`src/rtl/limine2600_memarb.sv`:
```
// Limine2600 DRAM front end: round-robin arbiter between the fetch and load/store ports,
// with a fixed-latency read-capture sequencer and fault rejection of bad load/store accesses.
module limine2600_memarb #(
    parameter int unsigned RD_LAT = 1,
    parameter int unsigned ADDR_W = 32,
    parameter int unsigned DATA_W = 32
) (
    input  logic              clk,
    input  logic              rst,
    input  logic              if_req,
    input  logic [ADDR_W-1:0] if_addr,
    output logic              if_ack,
    output logic [DATA_W-1:0] if_rdata,
    input  logic              ls_req,
    input  logic              ls_we,
    input  logic [ADDR_W-1:0] ls_addr,
    input  logic [DATA_W-1:0] ls_wdata,
    output logic              ls_ack,
    output logic [DATA_W-1:0] ls_rdata,
    output logic              ls_fault,
    output logic              mem_we,
    output logic [ADDR_W-1:0] mem_addr,
    output logic [DATA_W-1:0] mem_wdata,
    input  logic [DATA_W-1:0] mem_rdata,
    input  logic              mem_rdy
);

    localparam int unsigned CntW = 3;

    typedef enum logic [1:0] {StIdle, StAccess, StResp} state_e;

    state_e            state_q, state_d;
    logic [CntW-1:0]   cnt_q, cnt_d;
    logic              gnt_ls_q, gnt_ls_d;
    logic              last_ls_q, last_ls_d;
    logic              store_q, store_d;
    logic              fault_q, fault_d;
    logic              if_ack_q, if_ack_d;
    logic              ls_ack_q, ls_ack_d;
    logic              ls_fault_q, ls_fault_d;
    logic              mem_we_q, mem_we_d;
    logic [ADDR_W-1:0] mem_addr_q, mem_addr_d;
    logic [DATA_W-1:0] mem_wdata_q, mem_wdata_d;
    logic [DATA_W-1:0] if_rdata_q, if_rdata_d;
    logic [DATA_W-1:0] ls_rdata_q, ls_rdata_d;

    logic              if_ok;
    logic              ls_ok;
    logic              pick_ls;
    logic              ls_bad;
    logic [ADDR_W-1:0] sel_addr;

    // A port whose ack is still showing is skipped, so a req held into that cycle is not
    // served twice.
    assign if_ok    = if_req & ~if_ack_q;
    assign ls_ok    = ls_req & ~ls_ack_q;
    assign pick_ls  = ls_ok & (~if_ok | ~last_ls_q);
    assign ls_bad   = (ls_addr[1:0] != 2'b00) | (ls_we & (ls_addr[ADDR_W-1:16] != '0));
    assign sel_addr = pick_ls ? ls_addr : if_addr;

    always_comb begin
        state_d     = state_q;
        cnt_d       = cnt_q;
        gnt_ls_d    = gnt_ls_q;
        last_ls_d   = last_ls_q;
        store_d     = store_q;
        fault_d     = fault_q;
        if_ack_d    = 1'b0;
        ls_ack_d    = 1'b0;
        ls_fault_d  = 1'b0;
        mem_we_d    = 1'b0;
        mem_addr_d  = mem_addr_q;
        mem_wdata_d = mem_wdata_q;
        if_rdata_d  = if_rdata_q;
        ls_rdata_d  = ls_rdata_q;

        unique case (state_q)
            StIdle: begin
                if (mem_rdy && (if_ok || ls_ok)) begin
                    gnt_ls_d  = pick_ls;
                    last_ls_d = pick_ls;
                    if (pick_ls && ls_bad) begin
                        // Rejected access: skip the DRAM entirely.
                        state_d    = StResp;
                        fault_d    = 1'b1;
                        store_d    = 1'b0;
                        ls_rdata_d = '0;
                    end else begin
                        state_d    = StAccess;
                        fault_d    = 1'b0;
                        cnt_d      = CntW'(RD_LAT);
                        mem_addr_d = {sel_addr[ADDR_W-1:2], 2'b00};
                        store_d    = pick_ls & ls_we;
                        if (pick_ls && ls_we) begin
                            mem_we_d    = 1'b1;
                            mem_wdata_d = ls_wdata;
                        end
                    end
                end
            end
            StAccess: begin
                if (cnt_q == '0) begin
                    state_d = StResp;
                    if (!gnt_ls_q) begin
                        if_rdata_d = mem_rdata;
                    end else if (!store_q) begin
                        ls_rdata_d = mem_rdata;
                    end
                end else begin
                    cnt_d = cnt_q - CntW'(1);
                end
            end
            StResp: begin
                state_d = StIdle;
                if (gnt_ls_q) begin
                    ls_ack_d   = 1'b1;
                    ls_fault_d = fault_q;
                end else begin
                    if_ack_d = 1'b1;
                end
            end
            default: state_d = StIdle;
        endcase
    end

    always_ff @(posedge clk or posedge rst) begin
        if (rst) begin
            state_q     <= StIdle;
            cnt_q       <= '0;
            gnt_ls_q    <= 1'b0;
            last_ls_q   <= 1'b1;
            store_q     <= 1'b0;
            fault_q     <= 1'b0;
            if_ack_q    <= 1'b0;
            ls_ack_q    <= 1'b0;
            ls_fault_q  <= 1'b0;
            mem_we_q    <= 1'b0;
            mem_addr_q  <= '0;
            mem_wdata_q <= '0;
            if_rdata_q  <= '0;
            ls_rdata_q  <= '0;
        end else begin
            state_q     <= state_d;
            cnt_q       <= cnt_d;
            gnt_ls_q    <= gnt_ls_d;
            last_ls_q   <= last_ls_d;
            store_q     <= store_d;
            fault_q     <= fault_d;
            if_ack_q    <= if_ack_d;
            ls_ack_q    <= ls_ack_d;
            ls_fault_q  <= ls_fault_d;
            mem_we_q    <= mem_we_d;
            mem_addr_q  <= mem_addr_d;
            mem_wdata_q <= mem_wdata_d;
            if_rdata_q  <= if_rdata_d;
            ls_rdata_q  <= ls_rdata_d;
        end
    end

    assign if_ack    = if_ack_q;
    assign if_rdata  = if_rdata_q;
    assign ls_ack    = ls_ack_q;
    assign ls_rdata  = ls_rdata_q;
    assign ls_fault  = ls_fault_q;
    assign mem_we    = mem_we_q;
    assign mem_addr  = mem_addr_q;
    assign mem_wdata = mem_wdata_q;

endmodule

```
`config.mk`:
```
export PLATFORM = sky130hd
export DESIGN_NAME = limine2600_memarb
export DESIGN_NICKNAME = d
export VERILOG_FILES = /design/src/rtl/limine2600_memarb.sv
export SDC_FILE = /design/constraint.sdc
export NUM_CORES = 1
export LEC_CHECK = 0
export CORE_UTILIZATION = 45
export CTS_BUF_LIST = sky130_fd_sc_hd__clkbuf_4
export DETAILED_ROUTE_END_ITERATION = 12
export MAX_ROUTING_LAYER = met4
export PLACE_DENSITY = 0.89
export SLEW_MARGIN = 20
export SYNTH_ARGS = -nofsm -noshare
export SYNTH_HDL_FRONTEND = slang
export SYNTH_SLANG_ARGS = --single-unit
```
`constraint.sdc`:
```
create_clock -name clk -period 10.5 [get_ports clk]
set_input_delay 1.575 -clock clk [delete_from_list [all_inputs] [get_ports clk]]
set_output_delay 1.575 -clock clk [all_outputs]
set_load 0.02 [all_outputs]
```
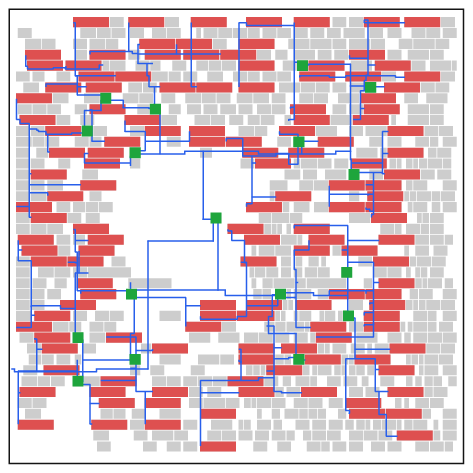
(run_1/clock_wires.png)
(4 px per um)
- clock wires: blue (length 1550 um)
- flip-flops: red (count 139)
- clock-net drivers: green (count 17)
- routed clock nets: 18
- flops lie: widely spread

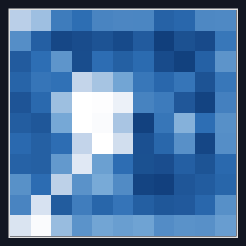
(run_1/util_map.png)
(2 px per um) The die is cut into 11 by 11 equal tiles; white is low, dark blue is high, 0 to 100% covered.
- nearly empty tiles: 3.3%
- tiles over 75% full: 47%
- mean over tiles: 65%
- emptiest ninth of the die: middle
- fullest tile: 94%

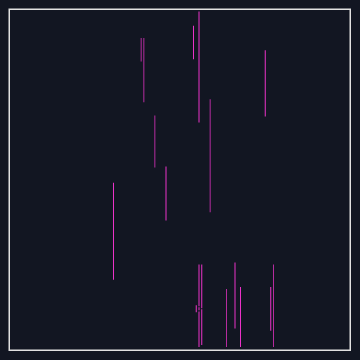
(run_1/m4.png)
(3 px per um)
- share of all routed wire: 2.4%
- nets with wire on the layer: 14
- wire length on this layer: 358 um
- longest straight run: 37.4 um

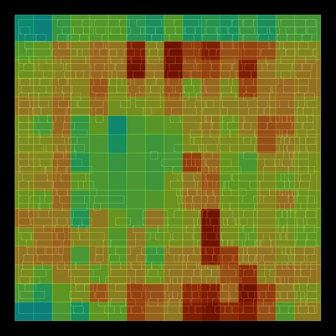
(run_1/congestion_map.png)
GR Util met2: 0.430
per-cell routed wire length: 18.3 um

## run 1: routing by layer
metal / track usage / share of wire / up-vias / wire length, um
li1: - / - / 1959 / -
met1: 0.270 / 0.38 / 2142 / 5750
met2: 0.430 / 0.52 / 203 / 7870
met3: 0.0771 / 0.073 / 41 / 1090
met4: 0.106 / 0.024 / 0 / 357
met5: - / 0 / - / 0
## run 1: worst register-to-register path: stages, from the launching register on
cell	delay, ns
dfrtp_1	0.39
nor2b_1	0.28
nand4_2	0.19
nand4bb_4	0.84
mux2_4	0.56
## run 1: through the flow
stage           util  worst slack (ns)  instances  power (mW)  area [um2]
6_report       0.710              6.90        823        2.35        8530
5_1_grt        0.710              6.83        823        2.48        8530
4_1_cts        0.708              6.73        822        2.37        8510
3_5_place_dp   0.687              6.16        792        2.04        8250
3_3_place_gp   0.687              6.34        792        1.99        8250
2_1_floorplan      -              5.20        406        1.47        5570
## run 1: synth_stat cells (2+ instances only)
cell type  instances  area share
mux2_2            36       0.073
mux2_4            29       0.078
nand3b_1           2      0.0027
o21ai_0            3      0.0027
nor2b_1            2      0.0022
dfrtp_1          138        0.62
buf_6              6       0.012
nor2_2             2      0.0022
nand2_1            9      0.0061
nor4_1             4      0.0045
nand2b_1           3      0.0034
inv_1             37       0.025
a22o_1            34       0.054
ha_1               2      0.0045
clkbuf_1           5      0.0034
o22ai_1           30       0.034
nor2_1             4      0.0027
buf_4              3      0.0040
a21oi_1           30       0.027
buf_2             10      0.0090
## run 1: area by class of cell
class                   instances  area (um2)  area share
clock buffers                  21         158      0.0185
repair buffers                264        2640       0.310
flip-flops and latches        139        3480       0.408
inverters                      37         144      0.0169
multi-input cells             206        1820       0.213
well taps                     147         184      0.0216
clock inverters                 9         100      0.0117
==> flow_metrics.py, run 1 <==
# Generated from Yosys and OpenROAD reports
metrics = {
    "drt": {
        "vias_per_cell": 5.28,
        "wirelength_um": 15100,
        "drc": 0,
        "detail_route.first_pass.iterations": 4,
    },
    "setup_path": {
        "worst-path-buf-inv": 1,
        "startpoint": "ls_addr[16]",
        "critPathKind": "in -> reg",
        "cp_num_cells": 5,
        "crit_required_ns": 10.89,
        "cp-end-kind": "flop",
        "crit_family": "simple AND/OR/NAND/NOR gates",
        "cp-endpoint": "mem_wdata[21]",
        "slowest_delay_ns": 0.70,
        "slowest_stage": "nand4bb_4",
        "crit_chain": "clkdlybuf4s50_1, nor4_1, a41o_1, nand4bb_4, mux2_4",
        "r2r.worst_path.cells": 4,
        "worst_setup_path_start_kind": "input pin",
        "r2r-start": "ls_ack",
        "cp.arrival_ns": 3.99,
    },
    "synthesis": {
        "yosys_most_used_dff": "dfrtp_1",
        "ys_seq_share": 0.625,
        "edf_count": 0,
        "synth_cell_types": 36,
        "postSynth.asyncResetShare": 1.00,
        "topCombFamilyByArea": "multiplexers",
        "synthCells": 405,
        "synth_area_um2": 5560,
        "ys_cells": 405,
        "yosys.area_share.xor_xnor": 0,
    },
    "global_routing": {
        "antenna_found_initial": 0,
        "overflow": 0,
        "grt_max_degree": 80,
    },
    "timing": {
        "hold_viol": 0,
        "setup_viol": 0,
        "finClkSkew_ns": 0.0162,
        "rsz0062_at_grt": "false",
        "worst_pin_slew_ns": 0.971,
        "maxSlewViolCount": 0,
        "min_period_ns": 3.60,
    },
    "power_and_ir_drop": {
        "swShare": 0.365,
        "power_leader": "combinational logic",
        "p_switching_uw": 858,
        "seq_power_share": 0.376,
        "p_int_mw": 1.49,
        "clock_power_share": 0.138,
        "p_leak_nw": 3.92,
    },
    "min_path": {
        "min_from": "last_ls_q",
        "hold_depth": 2,
    },
    "status": {
        "status": "finished clean",
    },
    "finish": {
        "diodes": 0,
        "lay_top_count": "clkdlybuf4s50_1",
        "layout-drive-gt1-share": 0.163,
        "fin_nets": 801,
        "mostFrequentLayoutCells": "clkdlybuf4s50_1 (261), dfrtp_1 (138), inv_1 (36), mux2_2 (36), a22o_1 (34)",
    },
    "clocking": {
        "ctsResizeCount": 0,
        "clk_pin_slew_ns": 0.11,
        "cts_tree": "yes",
        "clkLatencyLatePin_ns": 0.52,
        "ctsRootBufferMaster": "clkbuf_4",
    },
    "floorplan": {
        "rows": 40,
        "boundaryPins": 266,
        "chip_area_um2": 12800,
    },
    "placed_design": {
        "portBuffers": 261,
        "gp_congestion": 0.786,
    },
}
==> run_1/floorplan.png <==
(4 px per um) Pins as bars on the die edge.
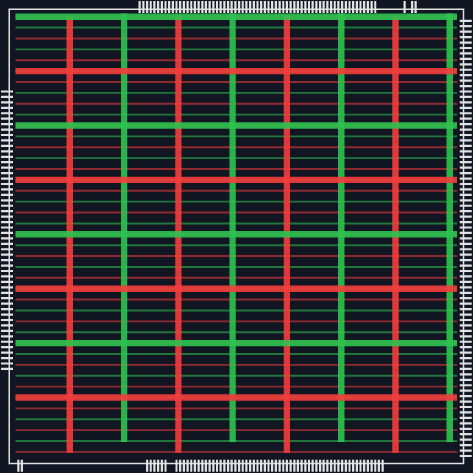

==> run 1 -> run 2 <==
--- a/config.mk
+++ b/config.mk
@@ -5,11 +5,11 @@
 export SDC_FILE = /design/constraint.sdc
 export NUM_CORES = 1
 export LEC_CHECK = 0
-export CORE_UTILIZATION = 45
+export CORE_UTILIZATION = 38
 export CTS_BUF_LIST = sky130_fd_sc_hd__clkbuf_4
 export DETAILED_ROUTE_END_ITERATION = 12
 export MAX_ROUTING_LAYER = met4
-export PLACE_DENSITY = 0.89
+export PLACE_DENSITY = 0.8
 export SLEW_MARGIN = 20
 export SYNTH_ARGS = -nofsm -noshare
 export SYNTH_HDL_FRONTEND = slang
==> constraint.sdc (replaced) <==
create_clock -name clk -period 3.3 [get_ports clk]
set_input_delay 0.495 -clock clk [delete_from_list [all_inputs] [get_ports clk]]
set_output_delay 0.495 -clock clk [all_outputs]
set_load 0.02 [all_outputs]
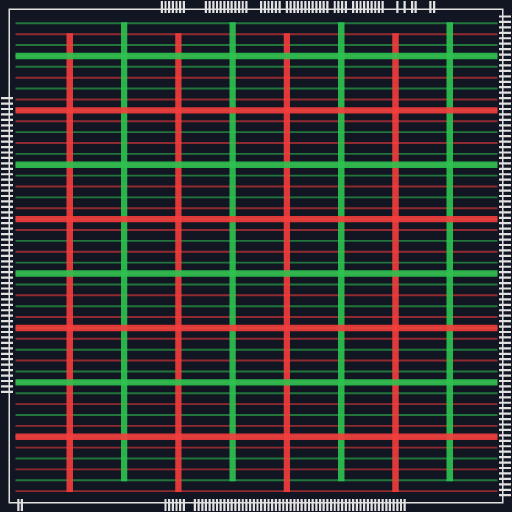
(run_2/floorplan.png)
(4 px per um) Pins as bars on the die edge.
- VSS: red
- VDD: green
- rows: 43
- met4 straps: 8
- signal pins: 266
- met5 straps: 8
- met1 rails: 44

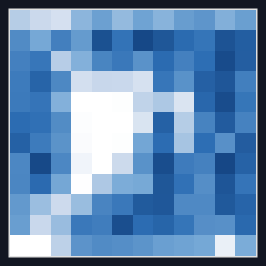
(run_2/util_map.png)
(2 px per um) The die is cut into 12 by 12 equal tiles; white is low, dark blue is high, 0 to 100% covered.
- nearly empty tiles: 8.3%
- fullest tile: 91%
- emptiest ninth of the die: middle
- mean over tiles: 55%

==> run 2 against run 1 <==
Against the previous run:
- count of clock-buffer cells in the layout shrank 1
- clock skew shrank 0.0035 ns
- global-route usage down 5.1 points
- critical path depth up 2
- critical path type unchanged
==> flow_metrics.py, run 2 <==
# Generated from Yosys and OpenROAD reports
metrics = {
    "power_and_ir_drop": {
        "p_leak_nw": 3.93,
        "p_int_mw": 4.67,
        "swShare": 0.368,
        "clock_power_share": 0.129,
        "seq_power_share": 0.380,
    },
    "synthesis": {
        "ys_cells": 405,
        "yosys_most_used_dff": "dfrtp_1",
        "synth.area.top_cells": "dfrtp_1 (62%), mux2_4 (7.8%), mux2_2 (7.3%), a22o_1 (5.4%), o22ai_1 (3.4%)",
        "edf_count": 0,
        "synth_area_um2": 5560,
        "synth.cells.most_frequent": "dfrtp_1 (138), inv_1 (37), mux2_2 (36)",
    },
    "drt": {
        "drc": 0,
        "routedWlPerCell_um": 17.0,
        "wirelength_um": 14600,
        "met3_length_um": 1150,
        "wl_met1_um": 5990,
        "detail_route.first_pass.iterations": 4,
        "top_layer": "met4",
    },
    "setup_path": {
        "worst-path-buf-inv": 2,
        "cp.arrival_ns": 2.61,
        "crit_required_ns": 3.68,
        "cp-end-kind": "flop",
        "crit_family": "buffers and inverters",
        "slowest_delay_ns": 0.43,
        "cp-endpoint": "fault_q",
        "critPathKind": "in -> reg",
        "startpoint": "ls_addr[24]",
    },
    "placed_design": {
        "gp_congestion": 0.822,
        "dp.cells": 831,
        "dpl-instance-area_um2": 8360,
    },
    "timing": {
        "hold_viol": 0,
        "finClkSkew_ns": 0.0127,
        "setup_viol": 0,
        "worst_pin_slew_ns": 0.769,
        "min_period_ns": 2.23,
        "maxSlewViolCount": 0,
    },
    "clocking": {
        "ctsResizeCount": 0,
        "ctsRootBufferMaster": "clkbuf_4",
        "cts_tree": "yes",
    },
    "finish": {
        "combGateArea_um2": 1810,
        "final_util": 0.609,
        "mostFrequentLayoutCells": "clkdlybuf4s50_1 (261), dfrtp_1 (138), inv_1 (36), mux2_2 (36), a22o_1 (34)",
        "diodes": 0,
        "fin_cells": 862,
        "fin_nets": 806,
        "regArea_um2": 3480,
        "final_cell_area_um2": 8590,
    },
    "floorplan": {
        "boundaryPins": 266,
    },
    "status": {
        "status": "finished clean",
    },
    "global_routing": {
        "overflow": 0,
        "grt_max_degree": 56,
    },
}
-- run 2: netlist changes by cell type in the layout (fill, tap and decap cells not counted), moves of 2 or more --
cell and delta:
nand2b_1 +2, buf_4 +4, clkinv_1 +4, nand2b_2 -2, buf_12 +2
-- run 2: final cells by class --
| cell class | count | share of cell area |
|---|---|---|
| repair buffers | 269 | 0.314 |
| well taps | 180 | 0.0262 |
| inverters | 37 | 0.0166 |
| clock inverters | 11 | 0.00932 |
| clock buffers | 20 | 0.0175 |
| multi-input cells | 206 | 0.211 |
| flip-flops and latches | 139 | 0.405 |
-- run 2: metal layers --
metal	GRT usage	vias up
met2	0.333	186
met5	-	-
met4	0.0745	0
met1	0.227	2106
li1	-	1963
met3	0.0632	24
-- run 2: kinds of logic (layout without fill, tap and decap cells) --
group                    after synthesis  after routing  share of synthesized area
flip-flops                           139            139                      0.625
AND-OR/OR-AND                        104            104                      0.129
multiplexers                          65             65                      0.151
buffers and inverters                 61            337                     0.0535
AND/OR/NAND/NOR                       33             33                     0.0355
adder cells (fa/ha/maj)                2              2                    0.00450
other                                  1              2                   0.000674
-- run 2: power groups by stage --
| stage | registers, mW | logic, mW | clock network [mW] |
|---|---|---|---|
| after floorplan | 3.60 | 1.09 | 0 |
| after global placement | 2.80 | 3.58 | 0 |
| after detailed placement | 2.84 | 3.65 | 0 |
| after CTS | 2.82 | 3.67 | 0.996 |
| after global routing | 2.89 | 3.86 | 1.07 |
| final | 2.81 | 3.63 | 0.956 |
==> run_2/m4.png <==
(3 px per um)
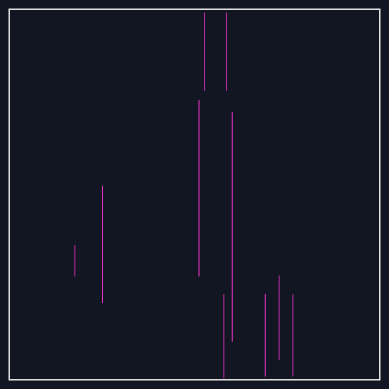

==> run 2 -> run 3 <==
--- a/config.mk
+++ b/config.mk
@@ -5,11 +5,11 @@
 export SDC_FILE = /design/constraint.sdc
 export NUM_CORES = 1
 export LEC_CHECK = 0
-export CORE_UTILIZATION = 38
+export CORE_UTILIZATION = 42
 export CTS_BUF_LIST = sky130_fd_sc_hd__clkbuf_4
 export DETAILED_ROUTE_END_ITERATION = 12
 export MAX_ROUTING_LAYER = met4
-export PLACE_DENSITY = 0.8
+export PLACE_DENSITY = 0.84
 export SLEW_MARGIN = 20
 export SYNTH_ARGS = -nofsm -noshare
 export SYNTH_HDL_FRONTEND = slang
==> constraint.sdc (replaced) <==
create_clock -name clk -period 2.1 [get_ports clk]
set_input_delay 0.315 -clock clk [delete_from_list [all_inputs] [get_ports clk]]
set_output_delay 0.315 -clock clk [all_outputs]
set_load 0.02 [all_outputs]
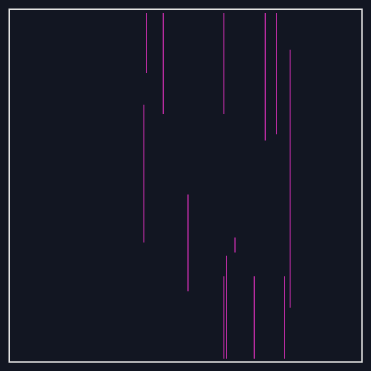
(run_3/m4.png)
(3 px per um)
- main direction: vertical
- wire length on this layer: 452 um
- longest straight run: 85.7 um
- share of all routed wire: 2.9%
- nets with wire on the layer: 11

==> run 3 against run 2 <==
Against the previous run:
- count of clock-buffer cells in the layout is 1 higher
- setup slack got worse by 0.84 ns
- clock skew up 0.0047 ns
- non-clock buffer count is 13 higher
- area after synthesis is the same
- utilization increased by 8.0 points
- clock power is 84% higher
- combinational power is 63% higher
- synthesized cell count unchanged
- critical path type is now reg -> out
- critical endpoint is now if_rdata[1]
==> flow_metrics.py, run 3 <==
# Generated from Yosys and OpenROAD reports
metrics = {
    "drt": {
        "detail_route.first_pass.iterations": 6,
        "drc": 0,
        "via_count": 4327,
        "wirelength_um": 15300,
        "drt_iter0_drc": 261,
        "routedWlPerCell_um": 17.7,
        "vias_per_cell": 4.99,
    },
    "global_routing": {
        "antenna_found_initial": 0,
        "grtUsageMet1": 0.252,
        "grt.total_usage": 0.234,
        "grt_pass1_wl_um": 22900,
        "grt_max_degree": 73,
        "overflow": 0,
        "first_global_vias": 4578,
        "busiest_layer": "met2",
        "use_met3": 0.0664,
        "grtUsageMet2": 0.400,
    },
    "synthesis": {
        "ys_ff": 139,
        "postSynth.asyncResetShare": 1.00,
        "yosys_most_used_dff": "dfrtp_1",
        "synth_area_um2": 5560,
        "yosysTopAreaCellShare": 0.621,
        "synth.area.top_cells": "dfrtp_1 (62%), mux2_4 (7.8%), mux2_2 (7.3%), a22o_1 (5.4%), o22ai_1 (3.4%)",
        "synth_warnings": 0,
        "ys_cells": 405,
        "edf_count": 0,
        "most_common_cell": "dfrtp_1",
        "ys_seq_share": 0.625,
        "synth_cell_types": 36,
        "synth.cells.most_frequent": "dfrtp_1 (138), inv_1 (37), mux2_2 (36)",
        "top_area_cell": "dfrtp_1",
    },
    "setup_path": {
        "critPathKind": "reg -> out",
        "cp-end-kind": "output pin",
        "worst-path-buf-inv": 1,
        "r2r.worst_path.cells": 7,
        "crit_required_ns": 1.78,
        "slowest_stage": "clkdlybuf4s50_1",
        "cp.arrival_ns": 1.56,
        "crit_family": "buffers and inverters",
        "worst_setup_path_start_kind": "flop",
        "slowest_delay_ns": 0.64,
        "cp_num_cells": 1,
    },
    "timing": {
        "slew_headroom": 0.662,
        "fin_ws_ns": 0.229,
        "min_period_ns": 1.87,
        "totalNegativeSetupSlack_ns": 0,
        "worst_pin_slew_ns": 0.502,
        "hold_viol": 0,
        "finalClockPeriodUsage": 0.891,
        "maxSlewViolCount": 0,
        "finClkSkew_ns": 0.0174,
        "setup_viol": 0,
        "hold_slack_ns": 0.255,
    },
    "placed_design": {
        "gp_congestion": 0.802,
        "dp.cells": 836,
        "portBuffers": 261,
        "dpl-instance-area_um2": 8520,
        "hpwl_um": 11400,
        "post-place-ws_ns": -0.200,
    },
    "finish": {
        "mostFrequentLayoutCells": "clkdlybuf4s50_1 (261), dfrtp_1 (138), inv_1 (36), mux2_2 (36), a22o_1 (34)",
        "fin_cells": 867,
        "diodes": 0,
        "fin_nets": 819,
        "final_cell_area_um2": 8800,
        "final_util": 0.689,
        "layout-drive-gt1-share": 0.180,
        "nFillCells": 879,
        "area_growth_pct": 58.2,
    },
    "floorplan": {
        "core-area_um2": 12800,
        "dieHeight_um": 117,
        "fp.dieW_um": 117,
        "chip_area_um2": 13700,
        "rows": 41,
        "boundaryPins": 266,
    },
    "clocking": {
        "cts_made_buffers": 17,
        "clkLatencyLatePin_ns": 0.54,
        "ctsResizeCount": 0,
        "clk_pin_slew_ns": 0.12,
        "cts_buffer_depth": 2,
        "cts_tree": "yes",
        "ctsRootBufferMaster": "clkbuf_4",
    },
    "status": {
        "status": "finished clean",
    },
    "min_path": {
        "hp-class": "in -> async",
    },
    "power_and_ir_drop": {
        "finalPower_mw": 12.1,
        "power_density_nw_per_um2": 1370,
        "p_leak_nw": 4.05,
    },
}
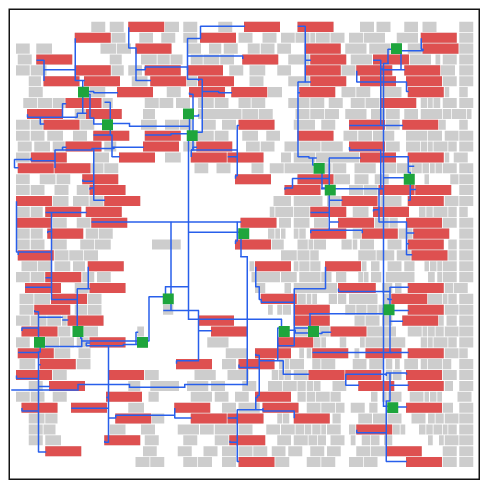
(run_3/clock_wires.png)
(4 px per um)
- flip-flops: red (count 139)
- clock wires: blue (length 1620 um)
- clock-net drivers: green (count 17)
- routed clock nets: 18

==> run 3: cell counts after synthesis <==
Identical to the previous run, type by type.
==> run 3: cell type report <==
| class | instances | area, um2 | area share |
|---|---|---|---|
| Sequential cell | 139 | 3480 | 0.395 |
| Timing Repair Buffer | 282 | 2870 | 0.326 |
| Multi-Input combinational cell | 206 | 1810 | 0.206 |
| Tap cell | 172 | 215 | 0.0244 |
| Clock buffer | 21 | 158 | 0.0179 |
| Inverter | 37 | 143 | 0.0162 |
| Clock inverter | 10 | 125 | 0.0142 |
==> run 3: worst paths after layout <==
kind,end,slack (ns),start
setup / recovery,if_rdata[1],0.23,if_rdata[1]
hold / removal,ls_rdata[1],0.25,rst
setup reg to reg,ls_rdata[6],0.30,cnt_q[0]
hold reg to reg,last_ls_q,0.47,last_ls_q
max in group asynchronous,last_ls_q,1.49,rst
min in group clk,mem_we,0.37,ls_we
==> run 3: tightest hold or removal path, cell delays in order <==
cell and delay (ns):
clkdlybuf4s50_1 0.44, clkinvlp_4 0.13, buf_12 0.31
==> run 3: layer usage <==
layer | routed length, um | vias to the layer above
li1 | - | 1994
met1 | 5910 | 2116
met2 | 7930 | 186
met3 | 1030 | 31
met4 | 452 | 0
met5 | 0 | -
==> run 3: where the power goes <==
| group | internal (mW) | total, mW | switching, mW |
|---|---|---|---|
| Combinational | 3.12 | 5.90 | 2.78 |
| Clock | 0.856 | 1.76 | 0.902 |
| Sequential | 3.78 | 4.42 | 0.649 |
==> run 3: cells by family (layout without fill, tap and decap cells) <==
group,after synthesis,in the layout,synth area share
multiplexers,65,65,0.151
buffers and inverters,61,350,0.0535
AND-OR/OR-AND,104,104,0.129
AND/OR/NAND/NOR,33,33,0.0355
adder cells (fa/ha/maj),2,2,0.00450
flip-flops,139,139,0.625
other,1,2,0.000674
Power and IR drop assume default switching activity.
